**src/rtl/eq_div_scheduler_if.sv**
```systemverilog
// Request, divider and result bundle shared by the scheduler and its environment.
// Index convention used throughout: path I and path Q carry identical signal sets.
interface eq_div_scheduler_if #(
    parameter int unsigned DW = 32,
    parameter int unsigned QW = 64
);
    logic          req_i_val;
    logic          req_i_rdy;
    logic [DW-1:0] req_i_dividend;
    logic [DW-1:0] req_i_divisor;
    logic          req_q_val;
    logic          req_q_rdy;
    logic [DW-1:0] req_q_dividend;
    logic [DW-1:0] req_q_divisor;

    logic          div_val;
    logic [DW-1:0] div_dividend;
    logic [DW-1:0] div_divisor;
    logic          div_oval;
    logic [QW-1:0] div_odata;

    logic          res_i_val;
    logic          res_i_rdy;
    logic [QW-1:0] res_i_data;
    logic          res_q_val;
    logic          res_q_rdy;
    logic [QW-1:0] res_q_data;

    // Environment side: requesters, divider core and result consumers
    modport master (
        output req_i_val, req_i_dividend, req_i_divisor,
        output req_q_val, req_q_dividend, req_q_divisor,
        input  req_i_rdy, req_q_rdy,
        input  div_val, div_dividend, div_divisor,
        output div_oval, div_odata,
        input  res_i_val, res_i_data, res_q_val, res_q_data,
        output res_i_rdy, res_q_rdy
    );

    // Scheduler side
    modport slave (
        input  req_i_val, req_i_dividend, req_i_divisor,
        input  req_q_val, req_q_dividend, req_q_divisor,
        output req_i_rdy, req_q_rdy,
        output div_val, div_dividend, div_divisor,
        input  div_oval, div_odata,
        output res_i_val, res_i_data, res_q_val, res_q_data,
        input  res_i_rdy, res_q_rdy
    );
endinterface

```
**src/rtl/eq_div_scheduler.sv**
```systemverilog
// Shares one fixed-latency pipelined divider between the equalizer I and Q coefficient paths.
// Round-robin grant, tag pipeline aligned with the divider latency, and per-path FWFT result
// FIFOs. Issue is credit-gated so a returning result always has a FIFO slot waiting for it.
// Path index 0 is I, index 1 is Q.
module eq_div_scheduler #(
    parameter int unsigned DW          = 32,
    parameter int unsigned QW          = 64,
    parameter int unsigned DIV_LATENCY = 10,
    parameter int unsigned OUT_DEPTH   = 16
) (
    input  logic              clk,
    input  logic              rst_n,
    eq_div_scheduler_if.slave bus,
    output logic              err_sync,
    output logic              busy
);
    localparam int unsigned AW = $clog2(OUT_DEPTH);
    localparam int unsigned CW = AW + 1;
    localparam int unsigned TL = DIV_LATENCY + 1;
    localparam int unsigned BW = $clog2(TL + 1);

    logic [1:0]    req_val;
    logic [1:0]    res_rdy;
    logic [1:0]    elig;
    logic [1:0]    grant;
    logic [1:0]    push;
    logic [1:0]    pop;
    logic [1:0]    ret;

    logic [CW-1:0] credit_q [2];
    logic [CW-1:0] credit_d [2];
    logic [CW-1:0] cnt_q    [2];
    logic [CW-1:0] cnt_d    [2];
    logic [AW-1:0] rptr_q   [2];
    logic [AW-1:0] wptr_q   [2];
    logic [QW-1:0] fifo_mem [2][OUT_DEPTH];

    logic          last_was_q;
    logic          div_val_q;
    logic [DW-1:0] dividend_q;
    logic [DW-1:0] divisor_q;
    logic [TL-1:0] tag_vld_q;
    logic [TL-1:0] tag_path_q;
    logic [BW-1:0] blank_q;
    logic          err_q;

    logic          blank;
    logic          tag_vld;
    logic          tag_path;
    logic          oval_eff;
    logic          hit;
    logic          miss_tag;

    // Round-robin arbitration over credit-eligible requests
    always_comb begin
        req_val  = {bus.req_q_val, bus.req_i_val};
        res_rdy  = {bus.res_q_rdy, bus.res_i_rdy};
        elig[0]  = req_val[0] && (credit_q[0] != '0);
        elig[1]  = req_val[1] && (credit_q[1] != '0);
        grant[0] = elig[0] && (!elig[1] || last_was_q);
        grant[1] = elig[1] && (!elig[0] || !last_was_q);
    end

    // Return side: match the due tag against div_oval, derive pushes, pops and credit returns
    always_comb begin
        blank    = (blank_q != '0);
        tag_vld  = tag_vld_q[TL-1];
        tag_path = tag_path_q[TL-1];
        // Results arriving in the post-reset window belong to ops from before reset
        oval_eff = bus.div_oval && !blank;
        hit      = tag_vld && oval_eff;
        miss_tag = tag_vld && !oval_eff;
        push     = {hit && tag_path, hit && !tag_path};
        ret      = {miss_tag && tag_path, miss_tag && !tag_path};
        pop      = '0;
        for (int p = 0; p < 2; p++) begin
            pop[p]      = res_rdy[p] && (cnt_q[p] != '0);
            credit_d[p] = credit_q[p] + CW'(pop[p]) + CW'(ret[p]) - CW'(grant[p]);
            cnt_d[p]    = cnt_q[p] + CW'(push[p]) - CW'(pop[p]);
        end
    end

    // Issue register toward the divider plus the round-robin pointer
    always_ff @(posedge clk or negedge rst_n) begin
        if (!rst_n) begin
            div_val_q  <= 1'b0;
            dividend_q <= '0;
            divisor_q  <= '0;
            last_was_q <= 1'b1;
        end else begin
            div_val_q <= |grant;
            if (grant[0]) begin
                dividend_q <= bus.req_i_dividend;
                divisor_q  <= bus.req_i_divisor;
                last_was_q <= 1'b0;
            end else if (grant[1]) begin
                dividend_q <= bus.req_q_dividend;
                divisor_q  <= bus.req_q_divisor;
                last_was_q <= 1'b1;
            end
        end
    end

    // Tag pipeline: last stage lines up with the div_oval of the op it describes
    always_ff @(posedge clk or negedge rst_n) begin
        if (!rst_n) begin
            tag_vld_q  <= '0;
            tag_path_q <= '0;
        end else begin
            tag_vld_q  <= {tag_vld_q[TL-2:0], |grant};
            tag_path_q <= {tag_path_q[TL-2:0], grant[1]};
        end
    end

    // Post-reset blanking counter and sticky sync error
    always_ff @(posedge clk or negedge rst_n) begin
        if (!rst_n) begin
            blank_q <= BW'(TL);
            err_q   <= 1'b0;
        end else begin
            if (blank) begin
                blank_q <= blank_q - BW'(1);
            end
            if (!blank && (tag_vld != oval_eff)) begin
                err_q <= 1'b1;
            end
        end
    end

    // Credits, FIFO occupancy and pointers
    always_ff @(posedge clk or negedge rst_n) begin
        if (!rst_n) begin
            for (int p = 0; p < 2; p++) begin
                credit_q[p] <= CW'(OUT_DEPTH);
                cnt_q[p]    <= '0;
                rptr_q[p]   <= '0;
                wptr_q[p]   <= '0;
            end
        end else begin
            for (int p = 0; p < 2; p++) begin
                credit_q[p] <= credit_d[p];
                cnt_q[p]    <= cnt_d[p];
                if (push[p]) begin
                    wptr_q[p] <= wptr_q[p] + AW'(1);
                end
                if (pop[p]) begin
                    rptr_q[p] <= rptr_q[p] + AW'(1);
                end
            end
        end
    end

    // FIFO storage, no reset needed: occupancy gates visibility
    always_ff @(posedge clk) begin
        for (int p = 0; p < 2; p++) begin
            if (push[p]) begin
                fifo_mem[p][wptr_q[p]] <= bus.div_odata;
            end
        end
    end

    // Output drive
    always_comb begin
        bus.req_i_rdy    = grant[0];
        bus.req_q_rdy    = grant[1];
        bus.div_val      = div_val_q;
        bus.div_dividend = dividend_q;
        bus.div_divisor  = divisor_q;
        bus.res_i_val    = (cnt_q[0] != '0);
        bus.res_q_val    = (cnt_q[1] != '0);
        bus.res_i_data   = (cnt_q[0] != '0) ? fifo_mem[0][rptr_q[0]] : '0;
        bus.res_q_data   = (cnt_q[1] != '0) ? fifo_mem[1][rptr_q[1]] : '0;
        err_sync         = err_q;
        busy             = (|tag_vld_q) || (cnt_q[0] != '0) || (cnt_q[1] != '0);
    end
endmodule

```
**src/flat_wrapper.sv**
```systemverilog
// flat-port wrapper written by rule: the top's interface ports become plain ports
module eq_div_scheduler_flat 
#(
    parameter int unsigned DW          = 32,
    parameter int unsigned QW          = 64,
    parameter int unsigned DIV_LATENCY = 10,
    parameter int unsigned OUT_DEPTH   = 16
)
  (clk, rst_n, err_sync, busy, bus_req_i_val, bus_req_i_dividend, bus_req_i_divisor, bus_req_q_val, bus_req_q_dividend, bus_req_q_divisor, bus_req_i_rdy, bus_req_q_rdy, bus_div_val, bus_div_dividend, bus_div_divisor, bus_div_oval, bus_div_odata, bus_res_i_val, bus_res_i_data, bus_res_q_val, bus_res_q_data, bus_res_i_rdy, bus_res_q_rdy);
  eq_div_scheduler_if #(.DW(DW), .QW(QW)) bus_i ();
  input  logic clk;
  input  logic rst_n;
  output logic err_sync;
  output logic busy;
  input wire logic [$bits(bus_i.req_i_val)-1:0] bus_req_i_val;
  input wire logic [$bits(bus_i.req_i_dividend)-1:0] bus_req_i_dividend;
  input wire logic [$bits(bus_i.req_i_divisor)-1:0] bus_req_i_divisor;
  input wire logic [$bits(bus_i.req_q_val)-1:0] bus_req_q_val;
  input wire logic [$bits(bus_i.req_q_dividend)-1:0] bus_req_q_dividend;
  input wire logic [$bits(bus_i.req_q_divisor)-1:0] bus_req_q_divisor;
  output wire logic [$bits(bus_i.req_i_rdy)-1:0] bus_req_i_rdy;
  output wire logic [$bits(bus_i.req_q_rdy)-1:0] bus_req_q_rdy;
  output wire logic [$bits(bus_i.div_val)-1:0] bus_div_val;
  output wire logic [$bits(bus_i.div_dividend)-1:0] bus_div_dividend;
  output wire logic [$bits(bus_i.div_divisor)-1:0] bus_div_divisor;
  input wire logic [$bits(bus_i.div_oval)-1:0] bus_div_oval;
  input wire logic [$bits(bus_i.div_odata)-1:0] bus_div_odata;
  output wire logic [$bits(bus_i.res_i_val)-1:0] bus_res_i_val;
  output wire logic [$bits(bus_i.res_i_data)-1:0] bus_res_i_data;
  output wire logic [$bits(bus_i.res_q_val)-1:0] bus_res_q_val;
  output wire logic [$bits(bus_i.res_q_data)-1:0] bus_res_q_data;
  input wire logic [$bits(bus_i.res_i_rdy)-1:0] bus_res_i_rdy;
  input wire logic [$bits(bus_i.res_q_rdy)-1:0] bus_res_q_rdy;
  assign bus_i.req_i_val = bus_req_i_val;
  assign bus_i.req_i_dividend = bus_req_i_dividend;
  assign bus_i.req_i_divisor = bus_req_i_divisor;
  assign bus_i.req_q_val = bus_req_q_val;
  assign bus_i.req_q_dividend = bus_req_q_dividend;
  assign bus_i.req_q_divisor = bus_req_q_divisor;
  assign bus_req_i_rdy = bus_i.req_i_rdy;
  assign bus_req_q_rdy = bus_i.req_q_rdy;
  assign bus_div_val = bus_i.div_val;
  assign bus_div_dividend = bus_i.div_dividend;
  assign bus_div_divisor = bus_i.div_divisor;
  assign bus_i.div_oval = bus_div_oval;
  assign bus_i.div_odata = bus_div_odata;
  assign bus_res_i_val = bus_i.res_i_val;
  assign bus_res_i_data = bus_i.res_i_data;
  assign bus_res_q_val = bus_i.res_q_val;
  assign bus_res_q_data = bus_i.res_q_data;
  assign bus_i.res_i_rdy = bus_res_i_rdy;
  assign bus_i.res_q_rdy = bus_res_q_rdy;
  eq_div_scheduler #(.DW(DW), .QW(QW), .DIV_LATENCY(DIV_LATENCY), .OUT_DEPTH(OUT_DEPTH)) u_core (.clk(clk), .rst_n(rst_n), .bus(bus_i), .err_sync(err_sync), .busy(busy));
endmodule
```
**config.mk**
```make
export PLATFORM = sky130hd
export DESIGN_NAME = eq_div_scheduler_flat
export DESIGN_NICKNAME = d
export VERILOG_FILES = /design/src/rtl/eq_div_scheduler_if.sv /design/src/rtl/eq_div_scheduler.sv /design/src/flat_wrapper.sv
export SDC_FILE = /design/constraint.sdc
export NUM_CORES = 2
export LEC_CHECK = 0
export CORE_MARGIN = 2
export CORE_UTILIZATION = 60
export CTS_CLUSTER_DIAMETER = 100
export CTS_CLUSTER_SIZE = 12
export DETAILED_ROUTE_END_ITERATION = 10
export HOLD_SLACK_MARGIN = 0.08
export MAX_ROUTING_LAYER = met4
export PLACE_DENSITY_LB_ADDON = 0.2
export SLEW_MARGIN = 0
export SYNTH_ARGS = -nofsm -noshare
export SYNTH_HDL_FRONTEND = slang
export SYNTH_SLANG_ARGS = --single-unit
```
**constraint.sdc**
```tcl
create_clock -name clk -period 10.9 [get_ports clk]
set_input_delay 2.18 -clock clk [delete_from_list [all_inputs] [get_ports clk]]
set_output_delay 2.18 -clock clk [all_outputs]
set_load 0.1 [all_outputs]
```
==> impl_metrics.py <==
# Auto-generated metrics
metrics = {
    "worst_setup_path": {
        "critical-path-slowest-cell": "clkdlybuf4s50_1",
        "critical_path.max_stage_delay_ps": 1180,
        "critical_path.top_delay_family": "buffers and inverters",
        "cp_num_buf_inv": 3,
        "crit_top_cell": "buf_4",
        "critical_path_arrival_ps": 5400,
        "worstSetupEndpointType": "output port",
        "launching_element_type_of_the_critical_path": "flip-flop",
        "critPathRequiredTime_ps": 8720,
        "path_cells": "buf_4 -> buf_4 -> a2111oi_0 -> or4_1 -> nand2_1 -> clkdlybuf4s50_1",
        "crit_type": "flip-flop to output port",
        "cp_max_fo": 42,
    },
    "final_timing": {
        "worst_hold_slack_ps": 349,
        "final_slew_viol_count": 0,
        "min_period_ps": 7580,
        "final-hold-violation-count": 0,
        "totalNegativeSetupSlack_ps": 0,
        "transition_time_at_the_pin_with_the_least_slew_margin_ps": 1240,
        "max_freq_mhz": 132,
        "setup_repair_after_global_routing_missed_its_margin": "no",
        "finalSetupViolCount": 0,
        "max_slew_margin_pct": 16.8,
        "post-route-period-util_pct": 69.5,
    },
    "clock_tree": {
        "cts_hold_repair.buffers": 0,
        "cts-root-to-sink-buffers": 3,
        "post_cts_resized": 0,
        "tritoncts_clock_tree": "done",
        "ctsRootBufferMaster": "clkbuf_16",
        "clk_pin_slew_worst_setup_hold_paths_ps": 60,
        "worst_skew_pair.late_latency_ps": 810,
        "number_of_buffers_created_by_cts": 199,
        "post_cts.repair.setup_buffers": 0,
        "htree_levels": 4,
    },
    "synthesis": {
        "edf_count": 2048,
        "yosysWarningCount": 0,
        "area_leaders": "edfxtp_1 74%, mux4_2 14%, dfrtp_1 3.7%, mux2i_1 2.3%, o221a_1 0.87%",
        "ys_cells": 3632,
        "synth.largest_area_cell": "edfxtp_1",
        "top_reg_cell_synth": "edfxtp_1",
        "post_synthesis_area_per_instance_um2": 22.9,
        "yosys.stat.seqShare_pct": 77.9,
        "yosysUniqueCellTypes": 49,
        "synth_flops": 2176,
        "synth.cells.most_frequent": "2048 x edfxtp_1, 508 x mux4_2, 191 x mux2i_1",
        "synth_area_um2": 83100,
        "netlist_instances": 3632,
        "yosys-stat-area_um2": 83100,
        "post-synth-top-area-fraction_pct": 74.0,
        "fp_nets": 3873,
        "async_flop_share_pct": 5.88,
        "dominant_cell_by_count_in_the_synthesized_netlist": "edfxtp_1",
    },
    "power_and_ir_drop": {
        "static-leakage-power_nw": 30.2,
        "internal_power_mw": 16.5,
        "comb_power_share_pct": 41.0,
        "vdd_ir_drop_max_uv": 545,
        "p_sw_mw": 10.8,
        "share_seq_of_total_power_pct": 36.6,
        "power.switching_fraction_pct": 39.6,
        "powerDensity_nw_per_um2": 290,
        "power.clock.fraction_pct": 22.5,
    },
    "flow_run": {
        "drv.max_cap_violation_count": 0,
        "log.warning_count": 41,
    },
    "grt": {
        "number_of_antenna_violations_at_the_first_check_in_global_routing": 5,
        "grt-ovfl-total": 0,
        "first_global_vias": 40100,
        "groute.usage.overall_pct": 28.8,
        "grt_pass1_wl_um": 281000,
        "maximum_number_of_pins_on_one_net_before_global_route_repair": 107,
    },
    "hold_path": {
        "timing.hold.worst.class": "flip-flop to flip-flop",
    },
    "detailed_routing": {
        "first_iter_violations": 4791,
        "avgViaCountPerCell": 6.74,
        "detail_route.drc_violations": 0,
        "final_antenna_net_count": 0,
        "number_of_detailed_route_iterations_in_the_first_pass": 5,
        "routed_wire_length_per_instance_um": 32.8,
    },
    "floorplanning": {
        "rows": 136,
        "top_level_ports": 398,
        "dieArea_um2": 142000,
        "core_area_um2": 137000,
        "floorplan.die.width_um": 376,
        "die.size.y_um": 376,
        "floorplan.core_util_pct": 60.4,
    },
    "placed_design": {
        "placedCellCount": 5693,
        "detailedPlacementHpwl_um": 99100,
        "place.port_buffers": 397,
        "gp_congestion": 0.834,
    },
    "finish": {
        "areaGrowthSynthToFinish_pct": 13.7,
        "final_net_count": 4341,
        "postLayoutCoreUtil_pct": 68.7,
        "final_cell_count_no_fill": 5943,
        "layout_cells_sized_above_1_pct": 20.5,
    },
    "run_status": {
        "outcome": "finished clean",
    },
}
registers in the layout, summed over array words and instances (netlist names):
signal                   cells
u_core.fifo_mem           2048
u_core.bus.div_dividend     32
u_core.bus.div_divisor      32
u_core.tag_path_q           11
u_core.tag_vld_q            11
u_core.cnt_q                10
u_core.credit_q             10
u_core.rptr_q                8
u_core.wptr_q                8
u_core.blank_q               4
u_core.err_sync              1
u_core.last_was_q            1
layout make-up:
class | instances | area, um^2
Inverter | 36 | 135
Sequential cell | 2176 | 64700
Timing Repair Buffer | 464 | 4510
Clock buffer | 239 | 5190
Antenna cell | 1 | 2.50
Clock inverter | 10 | 175
Fill cell | 8309 | 43000
Tap cell | 1794 | 2240
Multi-Input combinational cell | 1223 | 17500
cells by family (layout without fill, tap and decap cells):
family / after synthesis / count (layout) / share of synthesized area, %
AOI/OAI and AO/OA: 281 / 281 / 2.51
xor gates and xnor gates: 29 / 29 / 0.306
adders and majority gates: 42 / 42 / 0.686
buffers and inverters: 233 / 749 / 1.27
DFF: 2176 / 2176 / 77.9
muxes: 706 / 706 / 16.2
other: 0 / 1 / 0
and+or+nand+nor: 165 / 165 / 1.21
placed cells by master (no fill, tap or decap), types with 34 or more instances in the layout:
master,synthesis,final
inv_1,34,34
clkbuf_1,59,37
o21ai_1,62,62
a22oi_1,63,63
o22ai_1,66,66
ha_1,36,36
or2_1,64,64
mux2i_1,191,191
clkbuf_16,0,202
mux4_2,508,508
buf_4,9,65
clkdlybuf4s50_1,0,396
edfxtp_1,2048,2048
o221a_1,64,64
dfrtp_1,122,116
metrics by stage:
step                      total power [mW]  instance area (um^2)  setup WS [ps]
after floorplan                       18.5                 83100           5000
after global placement                21.3                 89100           4050
after detailed placement              21.4                 89100           4080
after CTS                             27.5                 94500           3180
after global routing                  28.3                 94500           2920
final                                 27.4                 94500           3320
final timing paths:
| check | start | to | slack, ps | cells after the start |
|---|---|---|---|---|
| max | u_core.rptr_q[0] | bus_res_q_data[61] | 3320 | 6 |
| min | u_core.tag_path_q[5] | u_core.tag_path_q[6] | 350 | 0 |
| max reg2reg | u_core.blank_q[0] | u_core.fifo_mem[0][475] | 6520 | 12 |
| min reg2reg | u_core.tag_path_q[5] | u_core.tag_path_q[6] | 350 | 0 |
| max in group asynchronous | rst_n | u_core.rptr_q[6] | 7880 | 2 |
| min in group asynchronous | rst_n | u_core.bus.div_divisor[1] | 1410 | 1 |
power by group through the flow:
stage	combinational [mW]	sequential (mW)	clock (mW)
CTS	11.3	10.0	6.23
global route	11.7	10.1	6.54
global placement	11.2	10.2	0
finish	11.2	10.0	6.15
floorplan	8.09	10.4	0
detailed placement	11.2	10.2	0
metal layers:
metal | vias to the layer above | global-route usage [%] | wire length (um)
met1 | 21300 | 40.5 | 76700
met5 | - | - | 0
met3 | 372 | 5.90 | 18200
met4 | 0 | 8.51 | 5610
li1 | 16200 | - | -
met2 | 2196 | 43.6 | 94500
Metal 3:
Scale: 1 px per um. Cells faint in the background.
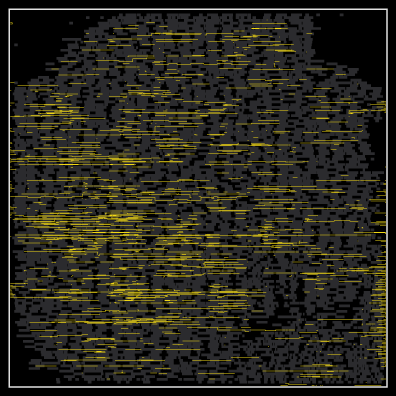
nets with wire on the layer: 507
wire length on this layer: 18200 um
share of all routed wire: 9.3%
vias after detailed routing: 40100
total length of routed wires: 195000 um
Global Route met3 Usage: 5.90%

Port wiring:
Scale: 1 px per um.
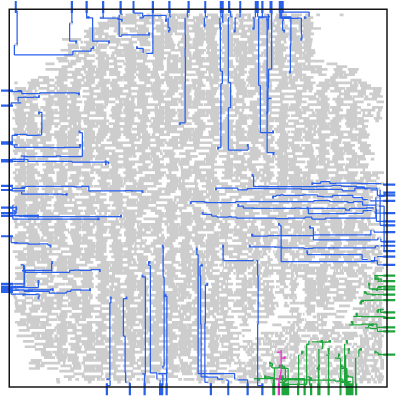
| colour | port | bits | direction | edge | end cells | wire |
|---|---|---|---|---|---|---|
| magenta | bus_req_q_rdy | 1 | output | south | 1 | 48.1 um |
| blue | bus_res_q_data | 64 | output | 23 north, 18 west, 13 east, 10 south | 64 | 6160 um |
| green | bus_req_i_dividend | 32 | input | 21 south, 11 east | 32 | 1020 um |

The clock network:
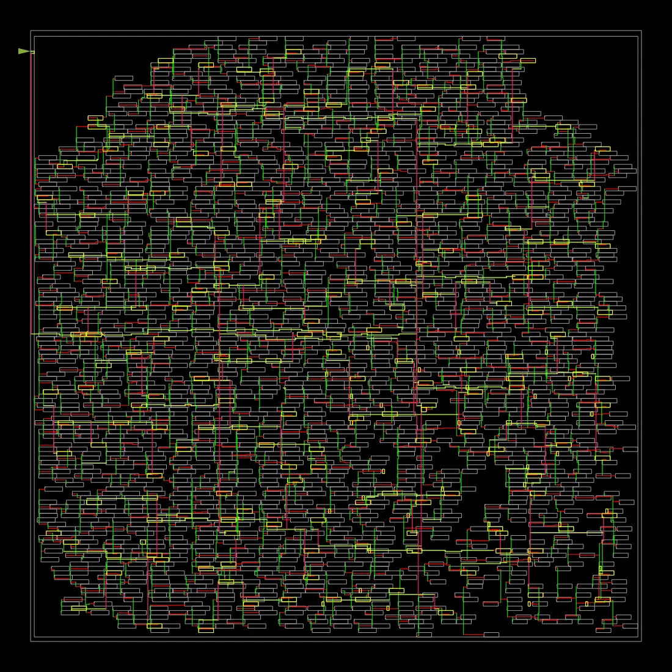
Clock Skews: 24.4 ps
clk sink count: 2176

Power figures rest on the tool's default switching activity, not on a simulated workload.
